==> config.mk <==
export PLATFORM = sky130hd
export DESIGN_NAME = uart_rx_fifo
export DESIGN_NICKNAME = d
export VERILOG_FILES = /design/src/rtl/uart_pkg.sv /design/src/rtl/sync_fifo.sv /design/src/rtl/uart_rx_fifo.sv
export SDC_FILE = /design/constraint.sdc
export NUM_CORES = 1
export LEC_CHECK = 0
export CORE_UTILIZATION = 50
export DETAILED_ROUTE_END_ITERATION = 12
export PLACE_DENSITY = 0.65
export SYNTH_ARGS = -nofsm -noshare
export SYNTH_HDL_FRONTEND = slang
export SYNTH_SLANG_ARGS = --single-unit
==> constraint.sdc <==
create_clock -name clk_48mhz -period 7.13 [get_ports clk_48mhz]
set_clock_uncertainty 0.2 [all_clocks]
set_input_delay 1.7825 -clock clk_48mhz [delete_from_list [all_inputs] [get_ports clk_48mhz]]
set_output_delay 1.7825 -clock clk_48mhz [all_outputs]
set_load 0.02 [all_outputs]
==> src/rtl/uart_pkg.sv <==
`default_nettype none
// ============================================================================
// Module   : uart_pkg
// Brief    : Shared UART receiver state encoding and oversampling constants.
// Revision : 1.0
// ============================================================================
package uart_pkg;

  typedef enum logic [1:0] {
    IDLE  = 2'd0,
    START = 2'd1,
    DATA  = 2'd2,
    STOP  = 2'd3
  } uart_state_e;

  localparam int OVERSAMPLE = 16;
  localparam int MID_TICK   = 7;

  // Clock cycles per oversampling tick, truncated; never below one.
  function automatic int calc_div(input int clk_hz, input int baud);
    int d;
    d = clk_hz / (baud * OVERSAMPLE);
    return (d < 1) ? 1 : d;
  endfunction

endpackage
`default_nettype wire

==> src/rtl/sync_fifo.sv <==
`default_nettype none
// ============================================================================
// Module   : sync_fifo
// Brief    : Single-clock first-word-fall-through FIFO, power-of-two depth.
// Revision : 1.0
// ============================================================================
module sync_fifo #(
  parameter int WIDTH = 8,
  parameter int DEPTH = 4
) (
  input  logic             clk,
  input  logic             rst_n,
  input  logic             i_push,
  input  logic [WIDTH-1:0] i_data,
  input  logic             i_pop,
  output logic [WIDTH-1:0] o_data,
  output logic             o_full,
  output logic             o_empty
);

  localparam int AW = $clog2(DEPTH);
  localparam logic [AW:0] c_full_count = DEPTH[AW:0];

  logic [WIDTH-1:0] r_mem [DEPTH];
  logic [AW-1:0]    r_wr_ptr;
  logic [AW-1:0]    r_rd_ptr;
  logic [AW:0]      r_count;
  logic             w_do_push;
  logic             w_do_pop;

  assign o_full    = (r_count == c_full_count);
  assign o_empty   = (r_count == '0);
  assign w_do_pop  = i_pop && !o_empty;
  // A full FIFO still accepts a write when the head leaves in the same cycle.
  assign w_do_push = i_push && (!o_full || w_do_pop);

  always_ff @(posedge clk or negedge rst_n) begin
    if (!rst_n) begin
      r_wr_ptr <= '0;
      r_rd_ptr <= '0;
      r_count  <= '0;
    end else begin
      if (w_do_push) r_wr_ptr <= r_wr_ptr + 1'b1;
      if (w_do_pop)  r_rd_ptr <= r_rd_ptr + 1'b1;
      case ({w_do_push, w_do_pop})
        2'b10:   r_count <= r_count + 1'b1;
        2'b01:   r_count <= r_count - 1'b1;
        default: r_count <= r_count;
      endcase
    end
  end

  always_ff @(posedge clk) begin
    if (w_do_push) r_mem[r_wr_ptr] <= i_data;
  end

  assign o_data = o_empty ? '0 : r_mem[r_rd_ptr];

endmodule
`default_nettype wire

==> src/rtl/uart_rx_fifo.sv <==
`default_nettype none
// ============================================================================
// Module   : uart_rx_fifo
// Brief    : 8N1 UART receiver, 16x oversampled, feeding a FWFT byte FIFO.
// Revision : 1.0
// ============================================================================
module uart_rx_fifo
  import uart_pkg::*;
#(
  parameter int CLK_HZ     = 48_000_000,
  parameter int BAUD       = 115200,
  parameter int FIFO_DEPTH = 4
) (
  input  logic       clk_48mhz,
  input  logic       reset_n,
  input  logic       uart_rx_in,
  output logic [7:0] rx_data,
  output logic       rx_valid,
  input  logic       rx_ready,
  output logic       frame_err,
  output logic       overrun,
  input  logic       err_clr
);

  localparam int DIV    = calc_div(CLK_HZ, BAUD);
  localparam int TICK_W = (DIV > 1) ? $clog2(DIV) : 1;
  localparam logic [TICK_W-1:0] c_tick_last = TICK_W'(DIV - 1);
  localparam logic [3:0]        c_os_last   = 4'(OVERSAMPLE - 1);
  localparam logic [3:0]        c_os_mid    = 4'(MID_TICK);

  logic              r_sync1;
  logic              r_sync2;
  logic              r_rx_prev;
  logic [TICK_W-1:0] r_tick_cnt;
  uart_state_e       r_state;
  logic [3:0]        r_os_cnt;
  logic [2:0]        r_bit_cnt;
  logic [7:0]        r_shift;
  logic              r_push;
  logic [7:0]        r_push_data;

  logic w_start_edge;
  logic w_tick;
  logic w_stop_sample;
  logic w_frame_bad;
  logic w_pop;
  logic w_full;
  logic w_empty;

  always_ff @(posedge clk_48mhz or negedge reset_n) begin
    if (!reset_n) begin
      r_sync1   <= 1'b1;
      r_sync2   <= 1'b1;
      r_rx_prev <= 1'b1;
    end else begin
      r_sync1   <= uart_rx_in;
      r_sync2   <= r_sync1;
      r_rx_prev <= r_sync2;
    end
  end

  assign w_start_edge = r_rx_prev && !r_sync2;
  assign w_tick       = (r_tick_cnt == c_tick_last);

  // Restarting on the start edge aligns every later tick to the frame.
  always_ff @(posedge clk_48mhz or negedge reset_n) begin
    if (!reset_n) begin
      r_tick_cnt <= '0;
    end else if ((r_state == IDLE && w_start_edge) || w_tick) begin
      r_tick_cnt <= '0;
    end else begin
      r_tick_cnt <= r_tick_cnt + 1'b1;
    end
  end

  always_ff @(posedge clk_48mhz or negedge reset_n) begin
    if (!reset_n) begin
      r_state     <= IDLE;
      r_os_cnt    <= '0;
      r_bit_cnt   <= '0;
      r_shift     <= '0;
      r_push      <= 1'b0;
      r_push_data <= '0;
    end else begin
      r_push <= 1'b0;
      case (r_state)
        IDLE: begin
          if (w_start_edge) begin
            r_state  <= START;
            r_os_cnt <= '0;
          end
        end
        START: begin
          if (w_tick) begin
            if (r_os_cnt == c_os_mid) begin
              r_os_cnt  <= '0;
              r_bit_cnt <= '0;
              r_state   <= r_sync2 ? IDLE : DATA;
            end else begin
              r_os_cnt <= r_os_cnt + 1'b1;
            end
          end
        end
        DATA: begin
          if (w_tick) begin
            if (r_os_cnt == c_os_last) begin
              r_os_cnt <= '0;
              r_shift  <= {r_sync2, r_shift[7:1]};
              if (r_bit_cnt == 3'd7) r_state <= STOP;
              else                   r_bit_cnt <= r_bit_cnt + 1'b1;
            end else begin
              r_os_cnt <= r_os_cnt + 1'b1;
            end
          end
        end
        STOP: begin
          if (w_tick) begin
            if (r_os_cnt == c_os_last) begin
              r_os_cnt    <= '0;
              r_state     <= IDLE;
              r_push      <= r_sync2;
              r_push_data <= r_shift;
            end else begin
              r_os_cnt <= r_os_cnt + 1'b1;
            end
          end
        end
        default: r_state <= IDLE;
      endcase
    end
  end

  assign w_stop_sample = (r_state == STOP) && w_tick && (r_os_cnt == c_os_last);
  assign w_frame_bad   = w_stop_sample && !r_sync2;
  assign w_pop         = rx_valid && rx_ready;

  sync_fifo #(
    .WIDTH (8),
    .DEPTH (FIFO_DEPTH)
  ) u_fifo (
    .clk     (clk_48mhz),
    .rst_n   (reset_n),
    .i_push  (r_push),
    .i_data  (r_push_data),
    .i_pop   (w_pop),
    .o_data  (rx_data),
    .o_full  (w_full),
    .o_empty (w_empty)
  );

  assign rx_valid = !w_empty;

  // Setting a flag takes priority over a simultaneous clear.
  always_ff @(posedge clk_48mhz or negedge reset_n) begin
    if (!reset_n) begin
      frame_err <= 1'b0;
      overrun   <= 1'b0;
    end else begin
      if (w_frame_bad)  frame_err <= 1'b1;
      else if (err_clr) frame_err <= 1'b0;
      if (r_push && w_full && !w_pop) overrun <= 1'b1;
      else if (err_clr)               overrun <= 1'b0;
    end
  end

endmodule
`default_nettype wire

==> PnR_summary.wiki <==
=== Physical design figures ===
{| class="wikitable"
! Metric !! Value
|-
| Maximum single-stage delay on the critical path || 0.71 ns
|-
| GR Util met1 || 20.7%
|-
| Timing endpoint of the critical path || rx_data[1]
|-
| Run status || completed
|-
| Via-per-instance ratio || 5.07
|-
| Routed length on met2 || 2.18 mm
|-
| Sequential share of cell area || 56.3%
|-
| Count of mapped cells out of synthesis || 218
|-
| Latency at later pin || 0.33 ns
|-
| Critical-path maximum fanout || 10
|-
| Worst-case hold path end point || r_sync2
|-
| Via count || 1617
|-
| Synth-to-Final Area Change || 11.3%
|-
| Critical path required time || 5.15 ns
|-
| CTS sink count || 75
|-
| Count of instantiated cells in the yosys netlist || 218
|-
| Critical Path, Cell by Cell || mux4_2 > and2_1 > clkdlybuf4s50_1
|-
| Wire length per cell || 14.3 um
|-
| Total length of routed wires || 4.57 mm
|-
| Clock buffer count from CTS || 9
|-
| Number of flip-flops and latches || 75
|-
| Share of cells above drive strength 1 || 20.2%
|-
| Clock transition at the registers of the reported paths || 0.07 ns
|-
| Max-slew violations || 0
|-
| Syn Area/Cell || 14.9 sq um
|}
-- cell usage in the layout (no fill, tap or decap), types with 8 or more instances in the layout --
master and count:
sky130_fd_sc_hd__dfrtp_1 40, sky130_fd_sc_hd__mux2_2 12, sky130_fd_sc_hd__nand2_1 12, sky130_fd_sc_hd__clkbuf_8 9, sky130_fd_sc_hd__nor2_1 14, sky130_fd_sc_hd__mux4_2 8
sky130_fd_sc_hd__and2_1 13, sky130_fd_sc_hd__clkdlybuf4s50_1 14, sky130_fd_sc_hd__ha_1 10, sky130_fd_sc_hd__edfxtp_1 32, sky130_fd_sc_hd__inv_1 13
-- power by group --
| group | total, W | switching, W | internal (W) |
|---|---|---|---|
| Combinational | 0.0000676 | 0.0000347 | 0.0000328 |
| Sequential | 0.000493 | 0.0000227 | 0.000470 |
| Clock | 0.000305 | 0.000145 | 0.000160 |
-- metrics by stage --
step / utilization [%] / total power (W) / setup WS (ns) / hold slack (ns) / cells
floorplan: - / 0.000550 / 3.42 / 0.145 / 218
global route: 57.4 / 0.000912 / 2.63 / 0.171 / 319
detailed placement: 54.5 / 0.000571 / 2.89 / 0.147 / 303
finish: 57.4 / 0.000866 / 2.83 / 0.157 / 319
CTS: 57.4 / 0.000879 / 2.75 / 0.158 / 319
global placement: 54.5 / 0.000567 / 2.99 / 0.146 / 303
-- cell families (layout without fill, tap and decap cells) --
logic type / Yosys count / after routing / share of synthesized area (%)
adders and majority gates: 11 / 11 / 4.46
muxes: 28 / 28 / 12.9
DFF: 75 / 75 / 62.7
buffers and inverters: 21 / 45 / 3.42
and+or+nand+nor: 56 / 56 / 10.4
AOI/OAI and AO/OA: 17 / 17 / 3.50
xor gates and xnor gates: 10 / 10 / 2.69
A small window of the routed layout:
Window x 50 to 75, y 8 to 33 um. Cells in gray, sequential cells in the stronger gray; small squares are vias.
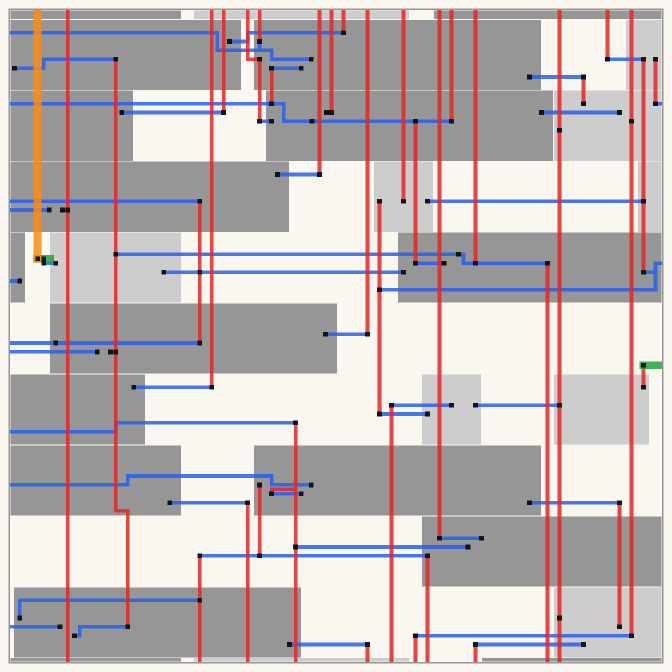
legend:
  metal 4:
    color: orange
  metal 2:
    color: red
  metal 1:
    color: blue
  metal 3:
    color: green
sequential cells in the window: 10
most frequent: edfxtp_1 (10), and2_1 (3), mux4_2 (2)
cells with their middle in the window: 17
netlist names of flops here include: u_fifo.r_mem (10)

Supply network:
Scale bar: 20 um. Pins as bars on the die edge. Tap cells in gray.
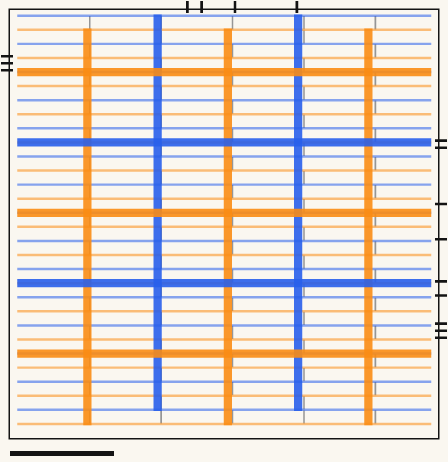
legend:
  VDD:
    color: blue
  VSS:
    color: orange
met5 straps: 5
rows: 29
tap cells: 77

Register map, names as in the netlist:
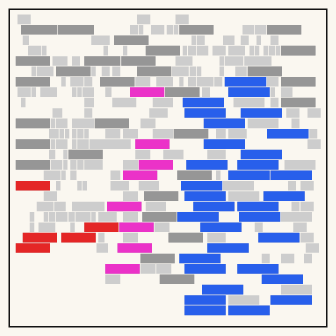
legend:
  r_tick_cnt:
    color: red
    sequential_cells: 5
    where: lower left
  u_fifo.r_mem:
    color: blue
    sequential_cells: 32
  r_shift:
    color: magenta
    sequential_cells: 8

Power is estimated from default activity; no workload was simulated.
